### src/rtl/spi_pkg.sv
// Shared definitions for the SPI byte master: FSM encoding, mode bit positions
// and the values registers take on reset.
package spi_pkg;

    typedef enum logic [2:0] {
        ST_IDLE   = 3'd0,
        ST_LOAD   = 3'd1,
        ST_HALF_A = 3'd2,
        ST_HALF_B = 3'd3,
        ST_DONE   = 3'd4
    } spi_state_t;

    localparam int CPOL_BIT = 1;
    localparam int CPHA_BIT = 0;

    localparam logic [1:0] RST_MODE = 2'b00;
    localparam logic       RST_MOSI = 1'b1;

endpackage

### src/rtl/spi_halfdiv.sv
// SCK half-period timer: reloads from div on load or on reaching zero,
// so each half lasts div+1 enabled cycles.
module spi_halfdiv #(
    parameter int DIVW = 8
) (
    input  logic            CLK,
    input  logic            RST,
    input  logic            load,
    input  logic            en,
    input  logic [DIVW-1:0] div,
    output logic            tc
);

    logic [DIVW-1:0] cnt;

    always_ff @(posedge CLK) begin
        if (RST) begin
            cnt <= '0;
        end else if (load) begin
            cnt <= div;
        end else if (en) begin
            cnt <= (cnt == '0) ? div : cnt - DIVW'(1);
        end
    end

    // Terminal count is not gated by en so the caller's next-state logic has no loop.
    assign tc = (cnt == '0);

endmodule

### src/rtl/spi_byte_master.sv
// SPI master: one-word TX holding buffer, DATAW-bit MSB-first shifts in modes 0-3,
// programmable SCK half-period, RX register with sticky overrun flag.
//
// Handshakes: TX_STB is taken only while TX_READY=1 (buffer empty) and the buffer
// frees in LOAD; RX_VALID rises in DONE and falls the cycle after a lone RX_ACK;
// CFG_WE is taken only while BUSY=0.
module spi_byte_master
    import spi_pkg::*;
#(
    parameter int NSS   = 2,
    parameter int DATAW = 8,
    parameter int DIVW  = 8
) (
    input  logic             CLK,
    input  logic             RST,
    input  logic             CFG_WE,
    input  logic [NSS-1:0]   CFG_SSN,
    input  logic [1:0]       CFG_MODE,
    input  logic [DIVW-1:0]  CFG_DIV,
    input  logic             TX_STB,
    input  logic [DATAW-1:0] TX_DATA,
    output logic             TX_READY,
    output logic [DATAW-1:0] RX_DATA,
    output logic             RX_VALID,
    input  logic             RX_ACK,
    output logic             RX_OVR,
    output logic             BUSY,
    output logic             SCK,
    output logic             MOSI,
    input  logic [NSS:0]     MISO,
    output logic [NSS-1:0]   nSS,
    output logic [2:0]       DBG_STATE
);

    localparam int CW = (DATAW > 1) ? $clog2(DATAW) : 1;

    spi_state_t       state, state_n;
    logic [NSS-1:0]   nss_q;
    logic [1:0]       mode_q;
    logic [DIVW-1:0]  div_q;
    logic [DATAW-1:0] tx_buf, shreg, rx_q;
    logic             buf_full, rx_bit, mosi_q, miso_sel;
    logic             rx_valid_q, rx_ovr_q;
    logic [CW-1:0]    bit_cnt;
    logic             div_ld, div_en, div_tc, lead, trail, cfg_acc;
    logic             cpol, cpha;

    assign cpol    = mode_q[CPOL_BIT];
    assign cpha    = mode_q[CPHA_BIT];
    assign cfg_acc = CFG_WE && (state == ST_IDLE);

    spi_halfdiv #(.DIVW(DIVW)) u_halfdiv (
        .CLK  (CLK),
        .RST  (RST),
        .load (div_ld),
        .en   (div_en),
        .div  (div_q),
        .tc   (div_tc)
    );

    // Lowest-numbered asserted select wins; the spare line serves the deselected bus.
    always_comb begin
        miso_sel = MISO[NSS];
        for (int i = NSS - 1; i >= 0; i--) begin
            if (!nss_q[i]) miso_sel = MISO[i];
        end
    end

    always_ff @(posedge CLK) begin
        if (RST) state <= ST_IDLE;
        else     state <= state_n;
    end

    always_comb begin
        state_n = state;
        div_ld  = 1'b0;
        div_en  = 1'b0;
        lead    = 1'b0;
        trail   = 1'b0;
        case (state)
            ST_IDLE: if (buf_full) state_n = ST_LOAD;
            ST_LOAD: begin
                div_ld  = 1'b1;
                state_n = ST_HALF_A;
            end
            ST_HALF_A: begin
                div_en = 1'b1;
                if (div_tc) begin
                    lead    = 1'b1;
                    state_n = ST_HALF_B;
                end
            end
            ST_HALF_B: begin
                div_en = 1'b1;
                if (div_tc) begin
                    trail   = 1'b1;
                    state_n = (bit_cnt == CW'(DATAW - 1)) ? ST_DONE : ST_HALF_A;
                end
            end
            ST_DONE: state_n = buf_full ? ST_LOAD : ST_IDLE;
            default: state_n = ST_IDLE;
        endcase
    end

    always_ff @(posedge CLK) begin
        if (RST) begin
            nss_q      <= '1;
            mode_q     <= RST_MODE;
            div_q      <= '1;
            tx_buf     <= '0;
            buf_full   <= 1'b0;
            shreg      <= '0;
            bit_cnt    <= '0;
            rx_bit     <= 1'b0;
            mosi_q     <= RST_MOSI;
            rx_q       <= '0;
            rx_valid_q <= 1'b0;
            rx_ovr_q   <= 1'b0;
        end else begin
            if (cfg_acc) begin
                nss_q  <= CFG_SSN;
                mode_q <= CFG_MODE;
                div_q  <= CFG_DIV;
            end

            if (TX_STB && !buf_full) begin
                tx_buf   <= TX_DATA;
                buf_full <= 1'b1;
            end else if (state == ST_LOAD) begin
                buf_full <= 1'b0;
            end

            if (state == ST_LOAD) begin
                shreg   <= tx_buf;
                bit_cnt <= '0;
                if (!cpha) mosi_q <= tx_buf[DATAW-1];
            end

            // CPHA=0 holds the sampled bit until the trailing edge shifts it in.
            if (lead) begin
                if (cpha) mosi_q <= shreg[DATAW-1];
                else      rx_bit <= miso_sel;
            end

            if (trail) begin
                bit_cnt <= bit_cnt + CW'(1);
                if (cpha) begin
                    shreg <= {shreg[DATAW-2:0], miso_sel};
                end else begin
                    shreg  <= {shreg[DATAW-2:0], rx_bit};
                    mosi_q <= shreg[DATAW-2];
                end
            end

            if (state == ST_DONE) begin
                rx_q       <= shreg;
                rx_valid_q <= 1'b1;
                if (rx_valid_q && !RX_ACK) rx_ovr_q <= 1'b1;
                if (!buf_full) mosi_q <= RST_MOSI;
            end else begin
                if (RX_ACK)  rx_valid_q <= 1'b0;
                if (cfg_acc) rx_ovr_q   <= 1'b0;
            end
        end
    end

    assign TX_READY  = !buf_full;
    assign BUSY      = (state != ST_IDLE);
    assign SCK       = cpol ^ (state == ST_HALF_B);
    assign MOSI      = mosi_q;
    assign nSS       = nss_q;
    assign RX_DATA   = rx_q;
    assign RX_VALID  = rx_valid_q;
    assign RX_OVR    = rx_ovr_q;
    assign DBG_STATE = state;

endmodule

### config.mk
export PLATFORM = sky130hd
export DESIGN_NAME = spi_byte_master
export DESIGN_NICKNAME = d
export VERILOG_FILES = /design/src/rtl/spi_pkg.sv /design/src/rtl/spi_halfdiv.sv /design/src/rtl/spi_byte_master.sv
export SDC_FILE = /design/constraint.sdc
export NUM_CORES = 1
export LEC_CHECK = 0
export CAP_MARGIN = 5
export CORE_MARGIN = 2
export CORE_UTILIZATION = 47
export CTS_CLUSTER_DIAMETER = 60
export DETAILED_ROUTE_END_ITERATION = 6
export PLACE_DENSITY = 0.76
export SYNTH_ARGS = -nofsm -noshare
export SYNTH_HDL_FRONTEND = slang
export SYNTH_SLANG_ARGS = --single-unit
export TNS_END_PERCENT = 1
### constraint.sdc
create_clock -name CLK -period 1.85 [get_ports CLK]
set_clock_uncertainty 0.15 [all_clocks]
set_input_delay 0.185 -clock CLK [delete_from_list [all_inputs] [get_ports CLK]]
set_output_delay 0.185 -clock CLK [all_outputs]
set_load 0.1 [all_outputs]
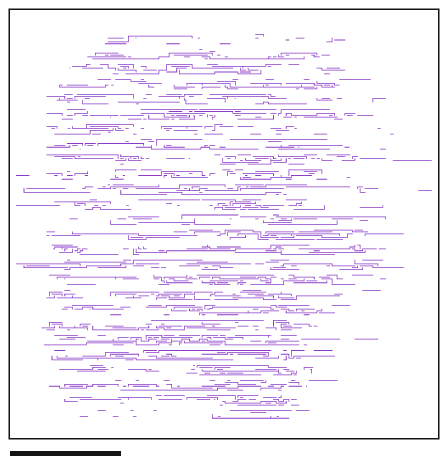
*M1 wires, run 1*
Bar = 20 um.
longest straight run: 20.2 um
wire length on this layer: 2890 um
main direction: horizontal
Routed WL: 6210 um
grt met1 use: 29.6%

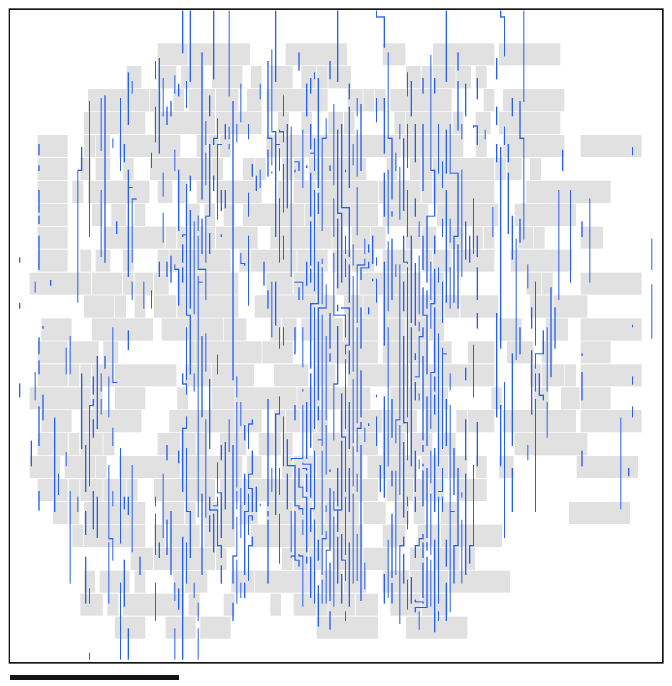
*Met2 routing, run 1*
Bar = 20 um. Cells faint in the background.
longest straight run: 33.0 um
wire length on this layer: 2880 um
nets with wire on the layer: 317

==> Slide: Implementation Results, run 1 <==
Run Summary

Place
  – Dpl hpwl: between 4000 and 5000 um
  – Input/output buffers: approximately 46

Floorplan
  – Chip Width: 77.3 um
  – Core Area: slightly above 0.005 mm^2
  – Well Taps: roughly 70

Worst hold path
  – Hold_sp: RST

Yosys
  – YS chip area: around 0.0025 mm^2
  – MUX area fraction: 2.38%
  – Synth Area in Adders: between 1.5 and 2%
  – Async S/R FF share, synth: 0%
  – Cells after Synth: 307
  – EDFF count, synth: 0

Pwr
  – Total combinational power: 0.00236 W
  – Clock power frac: approximately 14%
  – Clk pwr: roughly 0.00064 W
  – Sequential fraction of design power: ~34%
  – Seq power: between 0.0015 and 0.002 W
  – Sw Pwr: ~0.0019 W

Setup path
  – WP buf/inv: 1
  – CP endpoint: u_halfdiv.cnt[1]$_SDFFE_PP0P_
  – Number of cells on the critical path: 6
  – WP data required: 1920 ps
  – Worst Reg-to-Reg Cells: 6
  – Worst Setup End Kind: register

Drt
  – DR WL/cell: ~14 um
  – DR DRC count: 0

Clock tree
  – CTS sink count: 55

Timing
  – Fin crit period: approximately 1800 ps
  – Slew headroom: roughly 70%
  – Final hold violation count: 0

Finish
  – Signal buf overhead: between 20% and 30%
  – Flop count: around 55
  – Fin nets: about 390
  – Clock network area share: between 2 and 2.5%

Run
  – OpenROAD warnings: 29

GRT
  – Global-route wire length before repair: 10300 um

Outcome
  – Status: complete, no violations
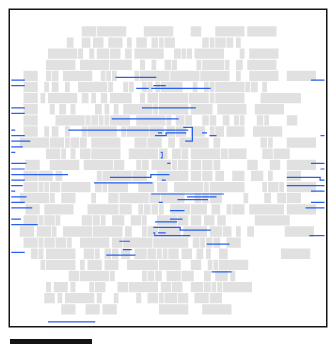
*Met3 routing, run 1*
Bar = 20 um. Cells faint in the background.
share of all routed wire: 5.6%
nets with wire on the layer: 56
wire length on this layer: 350 um
main direction: horizontal

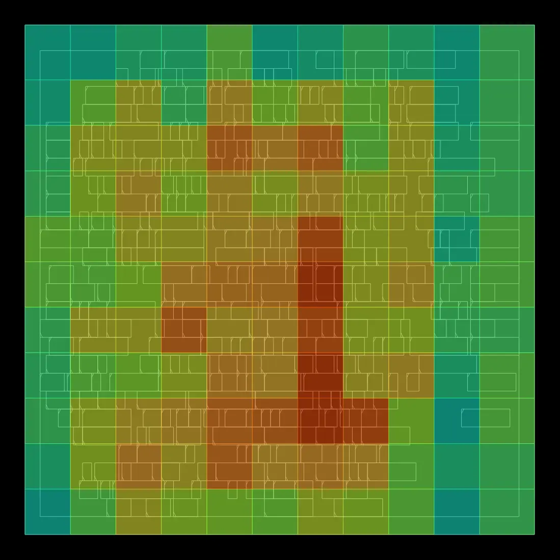
*Routing congestion, run 1*
met3 GRT Util: 4.07%
gr usage total: 21.2%
GRT Max-Usage Layer: met2
Layout Utilization: 66.2%

## run 1: sequential cells by signal, summed over array words and instances (netlist names)
| name | cells |
|---|---|
| mode_q | 2 |
| shreg | 8 |
| DBG_STATE | 3 |
| div_q | 8 |
| rx_bit | 1 |
| u_halfdiv.cnt | 8 |
| nSS | 2 |
| MOSI | 1 |
| bit_cnt | 3 |
| RX_VALID | 1 |
| RX_OVR | 1 |
| RX_DATA | 8 |
| buf_full | 1 |
| tx_buf | 8 |
## run 1: worst register-to-register path: stages (launching register included)
cell	delay, ps
dfxtp_2	340
inv_1	70
ha_2	180
or4b_4	520
o211ai_1	220
o211ai_1	120
a21oi_1	160
## run 1: metrics by stage
step	std cells	setup TNS (ps)
CTS	428	0
floorplan	307	-79.7
global route	430	-222
finish	430	0
global placement	420	0
detailed placement	420	-69.7
### Local utilization, run 1

8 x 8 tiles, from white (low) to dark blue (high), 0 to 100% covered.
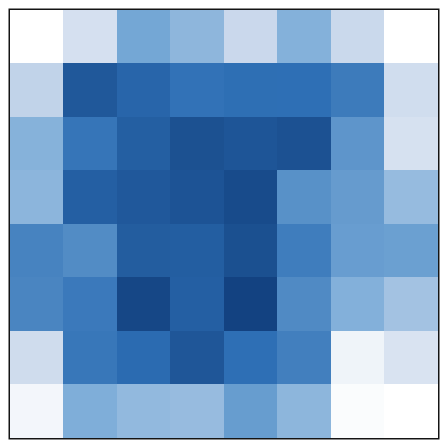

## Run 2: what changed since run 1
--- a/config.mk
+++ b/config.mk
@@ -11,6 +11,7 @@
 export CTS_CLUSTER_DIAMETER = 60
 export DETAILED_ROUTE_END_ITERATION = 6
 export PLACE_DENSITY = 0.76
+export SKIP_CTS_REPAIR_TIMING = 1
 export SYNTH_ARGS = -nofsm -noshare
 export SYNTH_HDL_FRONTEND = slang
 export SYNTH_SLANG_ARGS = --single-unit
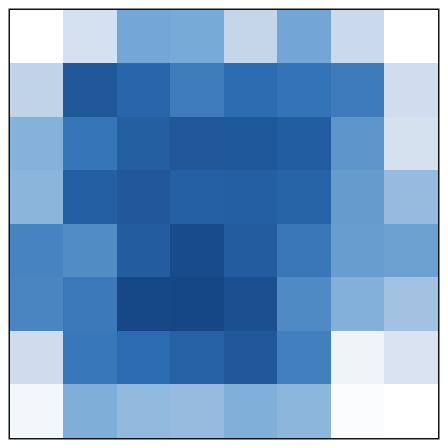
*Local utilization, run 2*
8 x 8 tiles, from white (low) to dark blue (high), 0 to 100% covered.
nearly empty tiles: 4.7%
emptiest ninth of the die: bottom right
fullest tile: 91%
mean over tiles: 56%
densest ninth of the die: middle
tiles over 75% full: 33%
FP Util: 49.2%
Layout Utilization: 66.4%
Core Area: 0.00514 mm^2

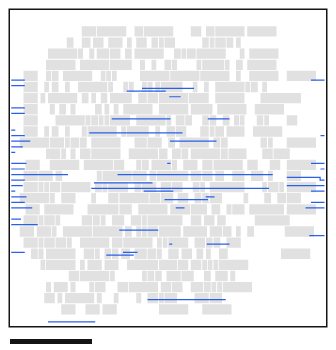
*Met3 routing, run 2*
Bar = 20 um. Cells faint in the background.
wire length on this layer: 359 um
share of all routed wire: 5.8%

==> Slide: Implementation Results, run 2 <==
Run Summary

Outcome
  – Status: complete, but fails checks
  – Violated checks: negative setup slack

Finish
  – Post-Layout Cell Count: around 430

Timing
  – Fin crit period: around 1900 ps
  – Slew headroom: between 60% and 70%
  – Final hold violation count: 0
  – Final worst slack: -14.4 ps
  – Setup violators final: 1

Setup path
  – Number of cells on the critical path: 8
  – Worst Reg-to-Reg Cells: 8
  – CP endpoint: rx_bit$_SDFFE_PP0P_
  – Worst Setup End Kind: register

Drt
  – DR DRC count: 0

Pwr
  – Total combinational power: around 0.0024 W
  – Seq power: 0.00152 W
  – Clock power frac: ~14%

GRT
  – Gr usage total: a little over a fifth

Clock tree
  – CTS sink count: about 55

Yosys
  – EDFF count, synth: 0
  – YS chip area: 0.00253 mm^2

Place
  – Input/output buffers: between 40 and 50
  – Dpl hpwl: approximately 4400 um

Run
  – OpenROAD warnings: 29
run 2: cell counts after synthesis:
Identical to the previous run, type by type.
run 2: kinds of logic after synthesis:
group                      synth area share [%]
xor gates and xnor gates                  0.347
AOI/OAI and AO/OA                          18.3
adders and majority gates                  1.98
DFF                                        43.6
and+or+nand+nor                            28.5
muxes                                      2.38
buffers and inverters                      4.95
run 2: routing by layer:
metal	global-route usage (%)	up-vias	share of wire, %
met3	3.60	8	5.8
met4	5.89	0	1.3
li1	-	1166	-
met5	0	-	0
met2	32.3	68	47
met1	29.9	1075	46
run 2: cell type report:
class | count | area share (%)
clock buffer | 5 | 2.02
clock inverter | 2 | 0.403
inverter | 10 | 1.10
multi-input combinational | 222 | 39.8
sequential | 55 | 32.6
tap | 70 | 2.57
timing repair buffer | 66 | 21.5
### M1 wires, run 2

Bar = 20 um.
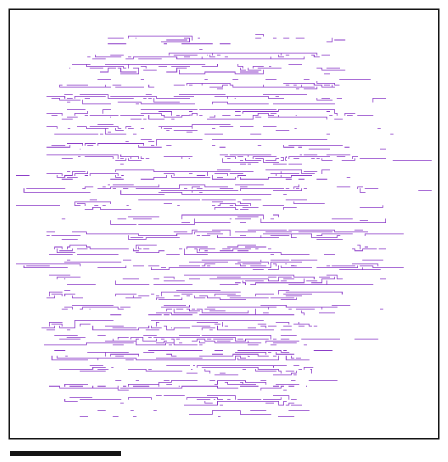

## Run 3: what changed since run 2
--- a/config.mk
+++ b/config.mk
@@ -11,6 +11,7 @@
 export CTS_CLUSTER_DIAMETER = 60
 export DETAILED_ROUTE_END_ITERATION = 6
 export PLACE_DENSITY = 0.76
+export RECOVER_POWER = 50
 export SKIP_CTS_REPAIR_TIMING = 1
 export SYNTH_ARGS = -nofsm -noshare
 export SYNTH_HDL_FRONTEND = slang
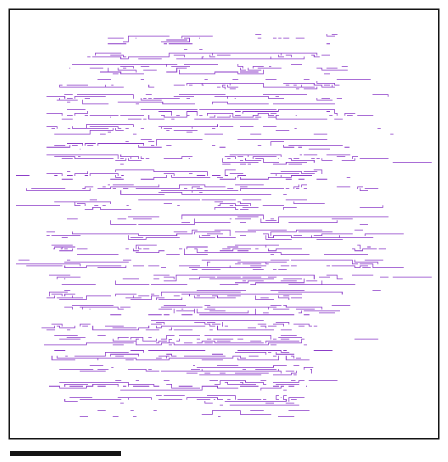
*M1 wires, run 3*
Bar = 20 um.
wire length on this layer: 2810 um
share of all routed wire: 46%
nets with wire on the layer: 343
longest straight run: 26.7 um
Routed WL: 6140 um
grt met1 use: 29.9%
Via Count: 2315

==> Slide: Implementation Results, run 3 <==
Run Summary

Outcome
  – Status: complete, but fails checks
  – Violated checks: negative setup slack

Yosys
  – YS chip area: roughly 0.0025 mm^2
  – MUX area fraction: 2.38%
  – Simple share: between 20% and 30%
  – Cells after Synth: approximately 310
  – EDFF count, synth: 0
  – Largest logic family: simple AND/OR/NAND/NOR gates

Timing
  – Setup violators final: 1
  – Final hold violation count: 0
  – Final worst slack: -11.6 ps
  – Slew headroom: a little under two thirds

Drt
  – DR DRC count: 0
  – DR WL met3: ~370 um
  – Met2 routed WL: around 2900 um
  – Top sig layer: met4
  – DR WL/cell: 14.3 um

GRT
  – Gr usage total: between 20% and 30%
  – Global-route wire length before repair: slightly above 10000 um

Setup path
  – WP buf/inv: 3
  – WP data required: between 1500 and 2000 ps

Floorplan
  – Chip Width: just under 80 um
  – Core Area: just over 0.005 mm^2

Worst hold path
  – Hold_sp: RST

Place
  – Input/output buffers: ~46
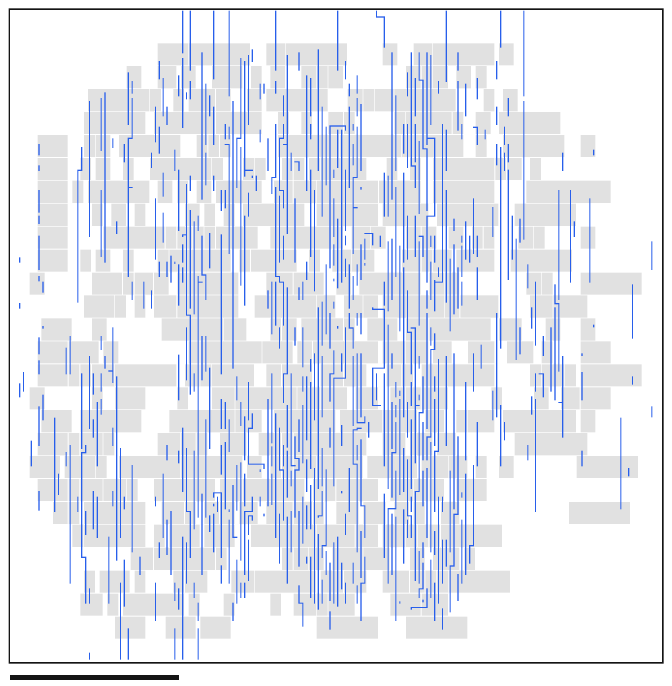
*Met2 routing, run 3*
Bar = 20 um. Cells faint in the background.
wire length on this layer: 2870 um
longest straight run: 31.6 um
share of all routed wire: 47%
nets with wire on the layer: 313

==> run 3: cell counts after synthesis <==
No cell type changed its count.
==> run 3: power by group <==
group	switching, W	leakage [nW]	internal (W)	total, W
combinational	0.00128	0.797	0.00102	0.00230
sequential	0.000173	0.452	0.00134	0.00151
clock	0.000376	0.0440	0.000260	0.000636
==> run 3: layout make-up <==
type,count,area [um^2]
fillers,474,1870
well taps,70,87.6
inverters,10,37.5
multi-input cells,222,1360
repair buffers,66,593
flip-flops and latches,55,1110
clock buffers,5,68.8
clock inverters,2,13.8
==> run 3: cells by family (layout without fill, tap and decap cells) <==
group,count (synthesis),in the layout
fa+ha+maj,4,4
buf+inv,30,83
simple gates,145,145
flops,55,55
compound gates,66,66
xor+xnor,1,1
mux,6,6
Power is estimated from default activity; no workload was simulated.
